### src/rtl/branch_predict_unit_pkg.sv
// Shared definitions for the branch prediction unit:
// branch condition codes, 2-bit counter states, index width.
package branch_predict_unit_pkg;

  localparam logic [2:0] BEQ  = 3'b000;
  localparam logic [2:0] BNE  = 3'b001;
  localparam logic [2:0] BLT  = 3'b100;
  localparam logic [2:0] BGE  = 3'b101;
  localparam logic [2:0] BLTU = 3'b110;
  localparam logic [2:0] BGEU = 3'b111;

  typedef enum logic [1:0] {
    SNT = 2'b00,
    WNT = 2'b01,
    WT  = 2'b10,
    ST  = 2'b11
  } cnt_e;

  function automatic int idx_w(input int n);
    return $clog2(n);
  endfunction

endpackage

### src/rtl/branch_predict_unit_compare.sv
// Branch condition evaluator; legal is low for the
// two funct3 codes that are not conditional branches.
module branch_compare
  import branch_predict_unit_pkg::*;
#(
  parameter int XLEN = 32
) (
  input  logic [2:0]      funct3,
  input  logic [XLEN-1:0] rs1,
  input  logic [XLEN-1:0] rs2,
  output logic            taken,
  output logic            legal
);

  logic eq, lt_s, lt_u;

  assign eq   = rs1 == rs2;
  assign lt_s = $signed(rs1) < $signed(rs2);
  assign lt_u = rs1 < rs2;

  always_comb begin
    taken = 1'b0;
    legal = 1'b1;
    unique case (funct3)
      BEQ:     taken = eq;
      BNE:     taken = !eq;
      BLT:     taken = lt_s;
      BGE:     taken = !lt_s;
      BLTU:    taken = lt_u;
      BGEU:    taken = !lt_u;
      default: legal = 1'b0;
    endcase
  end

endmodule

### src/rtl/branch_predict_unit.sv
// Bimodal predictor: 2-bit counter table, EX-stage
// branch resolution and saturating perf counters.
module branch_predict_unit
  import branch_predict_unit_pkg::*;
#(
  parameter int XLEN        = 32,
  parameter int BHT_ENTRIES = 64,
  parameter int CNT_W       = 32
) (
  input  logic            clk,
  input  logic            reset,
  input  logic [XLEN-1:0] if_pc,
  output logic            if_pred_taken,
  input  logic            ex_valid,
  input  logic            ex_branch,
  input  logic [2:0]      ex_funct3,
  input  logic [XLEN-1:0] ex_rs1,
  input  logic [XLEN-1:0] ex_rs2,
  input  logic [XLEN-1:0] ex_pc,
  input  logic            ex_pred_taken,
  output logic            ex_taken,
  output logic            mispredict,
  output logic [CNT_W-1:0] perf_branches,
  output logic [CNT_W-1:0] perf_mispredicts
);

  localparam int IW = idx_w(BHT_ENTRIES);
  localparam logic [CNT_W-1:0] CMAX = '1;

  logic [1:0] bht_q [BHT_ENTRIES];
  logic [1:0] bht_d [BHT_ENTRIES];
  logic [CNT_W-1:0] br_q, br_d;
  logic [CNT_W-1:0] mp_q, mp_d;

  logic cmp_taken, cmp_legal, resolve;
  logic [IW-1:0] if_idx, ex_idx;
  logic [1:0] cur;

  branch_compare #(.XLEN(XLEN)) u_cmp (
    .funct3 (ex_funct3),
    .rs1    (ex_rs1),
    .rs2    (ex_rs2),
    .taken  (cmp_taken),
    .legal  (cmp_legal)
  );

  assign resolve    = ex_valid & ex_branch & cmp_legal;
  assign ex_taken   = resolve & cmp_taken;
  assign mispredict = resolve & (ex_taken != ex_pred_taken);

  assign if_idx = if_pc[IW+1:2];
  assign ex_idx = ex_pc[IW+1:2];

  // Registered-state read: no bypass from a same-cycle update.
  assign if_pred_taken = bht_q[if_idx][1];

  assign cur = bht_q[ex_idx];

  always_comb begin
    bht_d = bht_q;
    br_d  = br_q;
    mp_d  = mp_q;
    if (resolve) begin
      if (ex_taken && cur != ST)
        bht_d[ex_idx] = cur + 2'd1;
      else if (!ex_taken && cur != SNT)
        bht_d[ex_idx] = cur - 2'd1;
      if (br_q != CMAX)
        br_d = br_q + CNT_W'(1);
      if (mispredict && mp_q != CMAX)
        mp_d = mp_q + CNT_W'(1);
    end
  end

  always_ff @(posedge clk) begin
    if (reset) begin
      for (int i = 0; i < BHT_ENTRIES; i++)
        bht_q[i] <= WNT;
      br_q <= '0;
      mp_q <= '0;
    end else begin
      bht_q <= bht_d;
      br_q  <= br_d;
      mp_q  <= mp_d;
    end
  end

  assign perf_branches    = br_q;
  assign perf_mispredicts = mp_q;

  logic unused_pc;
  assign unused_pc = ^{if_pc[XLEN-1:IW+2], if_pc[1:0],
                       ex_pc[XLEN-1:IW+2], ex_pc[1:0]};

endmodule
### config.mk
export PLATFORM = sky130hd
export DESIGN_NAME = branch_predict_unit
export DESIGN_NICKNAME = d
export VERILOG_FILES = /design/src/rtl/branch_predict_unit_pkg.sv /design/src/rtl/branch_predict_unit_compare.sv /design/src/rtl/branch_predict_unit.sv
export SDC_FILE = /design/constraint.sdc
export NUM_CORES = 1
export LEC_CHECK = 0
export ABC_CLOCK_PERIOD_IN_PS = 4400
export CAP_MARGIN = 40
export CORE_MARGIN = 3
export CORE_UTILIZATION = 48
export DETAILED_ROUTE_END_ITERATION = 6
export PLACE_DENSITY = 0.88
export SYNTH_ARGS = -nofsm -noshare
export SYNTH_HDL_FRONTEND = slang
export SYNTH_SLANG_ARGS = --single-unit
### constraint.sdc
create_clock -name clk -period 4.4 [get_ports clk]
set_input_delay 1.1 -clock clk [delete_from_list [all_inputs] [get_ports clk]]
set_output_delay 1.1 -clock clk [all_outputs]
set_load 0.01 [all_outputs]
Figure 1. Clock distribution (run 1).
Scale bar: 50 um.
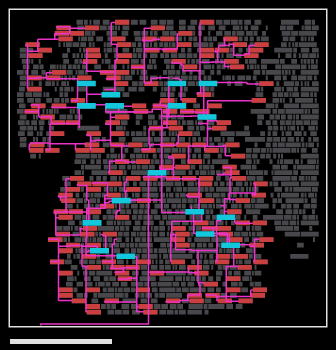
[flip-flops] red | count: 192
[clock wires] magenta | length: 2150 um
[clock-net drivers] cyan | count: 17
routed clock nets: 18

Figure 2. The clock network (run 1).
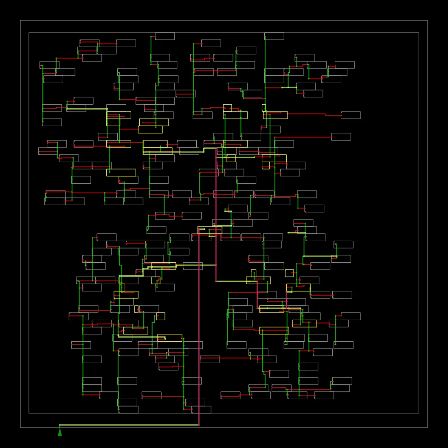
Clk power: 1650 uW
Worst-Skew Late Latency: 430 ps
Layout clock buffers: 20

Figure 3. Cell classes on the final placement (run 1).
Fill, decap, tap and diode cells in gray.
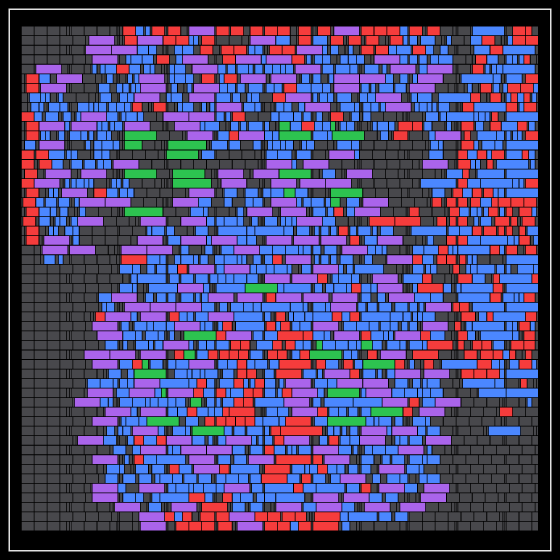
| class | color | cells |
|---|---|---|
| remaining logic cells | blue | 872 |
| registers | purple | 192 |
| clock drivers and dummy loads | green | 32 |
| remaining buffers and delay cells | red | 286 |

==> results.sh, run 1 <==
# yosys + openroad results
export IMPL_lay_top_cells="dfxtp_1, nor2_1, mux2i_1"
export IMPL_grt_max_degree=116
export IMPL_cts_tree="built"
export IMPL_powerDensity_nw_per_um2=275
export IMPL_drt_first_pass_iters=7
export IMPL_hp_class="flip-flop to flip-flop"
export IMPL_cts_resized=198
export IMPL_seqPwrFrac_pct=44.4
export IMPL_peakVddDrop_mv=0.298
export IMPL_fp_coreArea_sq_um=21300
export IMPL_io_pins=203
export IMPL_synthArstFlopShare_pct=0
export IMPL_drtIter0Drc=1037
export IMPL_warnings=82
export IMPL_period_minus_slack_ps=4530
export IMPL_die_w_um=154
export IMPL_finalClockPeriodUsage_pct=103
export IMPL_totalWireLength_um=33100
export IMPL_p_leak_uw=0.00624
export IMPL_ys_cells=1149
export IMPL_drv_cap=0
export IMPL_grt_util_met2_pct=44.8
export IMPL_routed_wl_met3_um=2970
export IMPL_n_antenna_cell=0
export IMPL_final_setup_viol_count=2
export IMPL_syn_avg_cell_area_sq_um=9.18
export IMPL_violations="negative setup slack"
export IMPL_hold_viol=0
export IMPL_path_cells="clkdlybuf4s15_1 -> inv_2 -> ha_4 -> a21oi_1 -> a2111oi_4 -> buf_4 -> o311a_4 -> a2111oi_4 -> buf_4 -> o21ai_2 -> nor3b_2 -> buf_2"
export IMPL_syn_to_final_growth_pct=35.7
export IMPL_vias=9959
export IMPL_grt_pass1_wl_um=52000
export IMPL_power_internal_uw=2970
export IMPL_syn_area_sq_um=10500
export IMPL_netlist_area_leader_share_pct=36.4
export IMPL_clk_pin_slew_ps=60
export IMPL_setup_slack_ps=-125
export IMPL_row_count=53
export IMPL_status="complete, but fails checks"
==> run 1: power groups by stage <==
stage	sequential (uW)	clock, uW	combinational [uW]
finish	1750	1650	538
global route	1750	1740	567
CTS	1750	1660	489
detailed placement	1790	0	450
global placement	1790	0	440
floorplan	1790	0	212
==> run 1: kinds of logic after synthesis <==
family	after synthesis	synth area share, %
simple gates	458	23.5
xor+xnor	31	2.57
flops	192	36.4
buf+inv	126	5.21
fa+ha+maj	36	4.27
mux	173	19.2
compound gates	133	8.84
==> run 1: layout make-up <==
cell class	count	area [sq um]
fillers	1531	6980
multi-input cells	831	6700
inverters	41	154
flip-flops and latches	192	3840
clock buffers	20	447
well taps	275	344
clock inverters	12	181
repair buffers	286	2640
==> run 1: per-stage QoR <==
stage	worst slack, ps	hold slack [ps]	power, uW
after floorplan	4.40	462	2000
after global placement	-788	475	2230
after detailed placement	-795	486	2240
after CTS	0.527	500	3890
after global routing	-179	521	4050
final	-125	493	3930
==> run 1: worst register-to-register path: stages, from the launching register on <==
cell       delay (ps)
dfxtp_1           340
o22ai_1           100
or4_1             560
nand2_1           140
and4_1            250
nand4_1           240
inv_1             120
ha_1              180
nor2_1             60
o21ai_2           110
o41ai_4           130
buf_4             180
clkbuf_16         170
nand3_1           180
mux2i_1           250
==> run 1: worst paths after layout <==
kind / startpoint / to / slack (ps)
max reg2reg: flip-flop / flip-flop / 1320
max: ex_rs2[3] / mispredict / -130
min reg2reg: bht_q[25]$_SDFFE_PP0P_ / bht_q[25]$_SDFFE_PP0P_ / 490
min: bht_q[25]$_SDFFE_PP0P_ / bht_q[25]$_SDFFE_PP0P_ / 490
Figure 4. Where the registers sit (run 1).
Scale bar: 50 um. Other sequential cells in the stronger gray, the rest of the logic in the fainter gray.
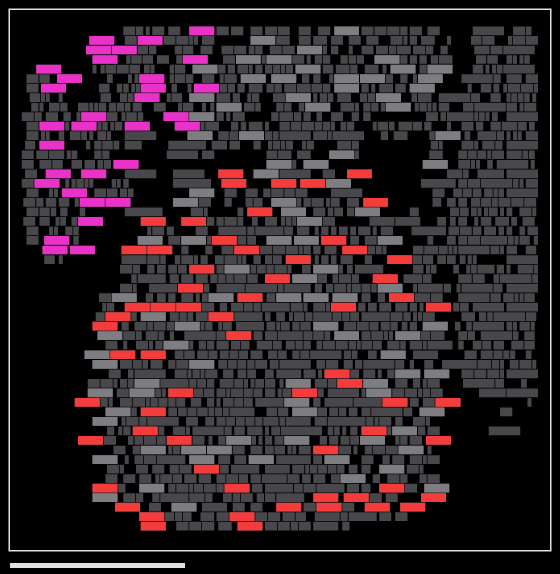

## Run 2: what changed since run 1
Settings changed: CORE_MARGIN 3 to default.
Figure 5. Where the registers sit (run 2).
Scale bar: 50 um. Other sequential cells in the stronger gray, the rest of the logic in the fainter gray.
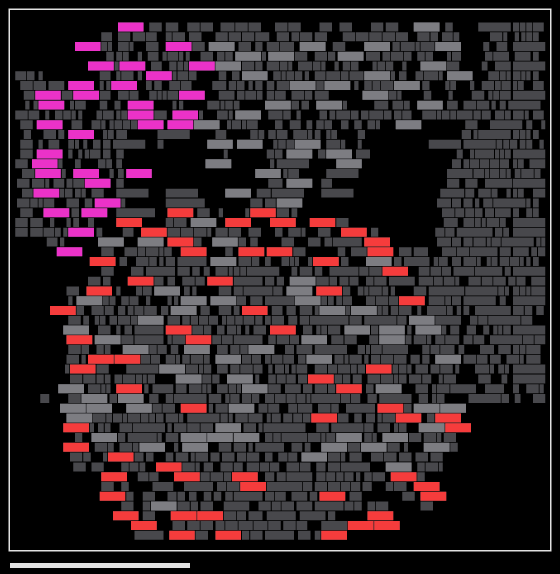
| signal | color | sequential cells |
|---|---|---|
| perf_branches | magenta | 32 |
| bht_q | red | 64 |
not colored: 96

==> run 2 against run 1 <==
  * The flow still finishes with violations (negative setup slack)
  * First-iteration DRC count is 12% lower
  * Total power is 2.4% lower
  * Non-clock buffer count is 19 lower
  * Sequential share of layout area is 0.54 points higher
  * Clock power is 4% lower
  * Combinational power is 5.0% lower
  * Register-to-register slack hardly changed
  * Sequential power hardly changed
  * Maximum frequency is 2.1% higher
  * Clock skew is 0.94 ps lower
  * Critical path type unchanged
  * Via count is 0.14% lower
  * Clock-buffer cell count stayed put
==> results.sh, run 2 <==
# yosys + openroad results
export IMPL_cts_tree="built"
export IMPL_wl_met2_um=16100
export IMPL_io_pins=203
export IMPL_syn_area_sq_um=10500
export IMPL_drtIter0Drc=917
export IMPL_finalClockPeriodUsage_pct=101
export IMPL_setup_slack_ps=-33.8
export IMPL_powerDensity_nw_per_um2=274
export IMPL_critical_path_startpoint="ex_rs1[7]"
export IMPL_fp_coreArea_sq_um=21300
export IMPL_netlist_area_leader_share_pct=36.4
export IMPL_totalWireLength_um=32300
export IMPL_clk_pin_slew_ps=70
export IMPL_die_w_um=150
export IMPL_insertion_delay_ps=430
export IMPL_syn_to_final_growth_pct=33.0
export IMPL_cp_num_buf_inv=3
export IMPL_warnings=82
export IMPL_final_setup_viol_count=2
export IMPL_status="complete, but fails checks"
export IMPL_drt_first_pass_iters=6
export IMPL_grt_pass1_wl_um=50300
export IMPL_grt_max_degree=129
export IMPL_p_leak_uw=0.00613
export IMPL_violations="negative setup slack"
export IMPL_holdCritStartpoint="bht_q[15]$_SDFFE_PP0P_"
export IMPL_hp_class="flip-flop to flip-flop"
export IMPL_syn_avg_cell_area_sq_um=9.18
export IMPL_synthArstFlopShare_pct=0
export IMPL_final_antenna_net_count=0
export IMPL_peakVddDrop_mv=0.260
export IMPL_lay_top_cells="dfxtp_1, nor2_1, mux2i_1"
export IMPL_path_cells="buf_6 -> ha_4 -> a21oi_2 -> o21ai_2 -> a221o_1 -> o311a_1 -> a2111oi_4 -> buf_4 -> o21ai_4 -> nor3b_4 -> buf_2"
export IMPL_p_total_uw=3840
export IMPL_dpl_worst_slack_ps=-1050
export IMPL_row_count=53
export IMPL_ys_cells=1149
export IMPL_period_minus_slack_ps=4430
export IMPL_drv_cap=0
export IMPL_routed_wl_met3_um=2570
==> run 2: cells by family (layout without fill, tap and decap cells) <==
logic type      after synthesis  count (layout)  share of synthesized area [%]
simple gates                458             458                           23.5
mux                         173             173                           19.2
compound gates              133             133                           8.84
flops                       192             192                           36.4
xor+xnor                     31              31                           2.57
buf+inv                     126             339                           5.21
fa+ha+maj                    36              36                           4.27
==> run 2: where the power goes <==
group          switching (uW)  internal, uW  leakage (uW)
Combinational             271           240       0.00429
Clock                     684           901      0.000289
Sequential               4.66          1740       0.00155
==> run 2: worst paths after layout <==
kind              slack, ps  cells after the start                endpoint
setup / recovery        -30                     11              mispredict
setup reg to reg       1320                     11               flip-flop
hold / removal          500                      2  bht_q[15]$_SDFFE_PP0P_
hold reg to reg         500                      2  bht_q[15]$_SDFFE_PP0P_
==> run 2: cell type report <==
class | instances | area, sq um
clock buffer | 20 | 437
clock inverter | 11 | 156
fill | 1586 | 7260
inverter | 41 | 161
multi-input combinational | 831 | 6720
sequential | 192 | 3840
tap | 275 | 344
timing repair buffer | 267 | 2370
==> run 2: metal layers <==
metal / global-route usage [%] / vias to the layer above
li1: - / 4520
met1: 32.9 / 4794
met2: 49.1 / 502
met3: 5.61 / 129
met4: 14.6 / 0
met5: 0 / -
==> run 2: per-stage QoR <==
| stage | std cells | hold WS [ps] | setup TNS (ps) |
|---|---|---|---|
| finish | 1637 | 497 | -52.2 |
| global route | 1637 | 514 | -781 |
| floorplan | 1149 | 462 | 0 |
| global placement | 1594 | 475 | -44880 |
| detailed placement | 1594 | 482 | -51790 |
| CTS | 1635 | 497 | 0 |
==> run 2: what timing repair did <==
action | CTS | global route
pin swaps | 49 | 28
setup buffers | 9 | 2
setup endpoints to repair | 7 | 123
resized | 225 | 84
cloned | 2 | 0
hold buffers | 0 | 0
Power is estimated from default activity; no workload was simulated.
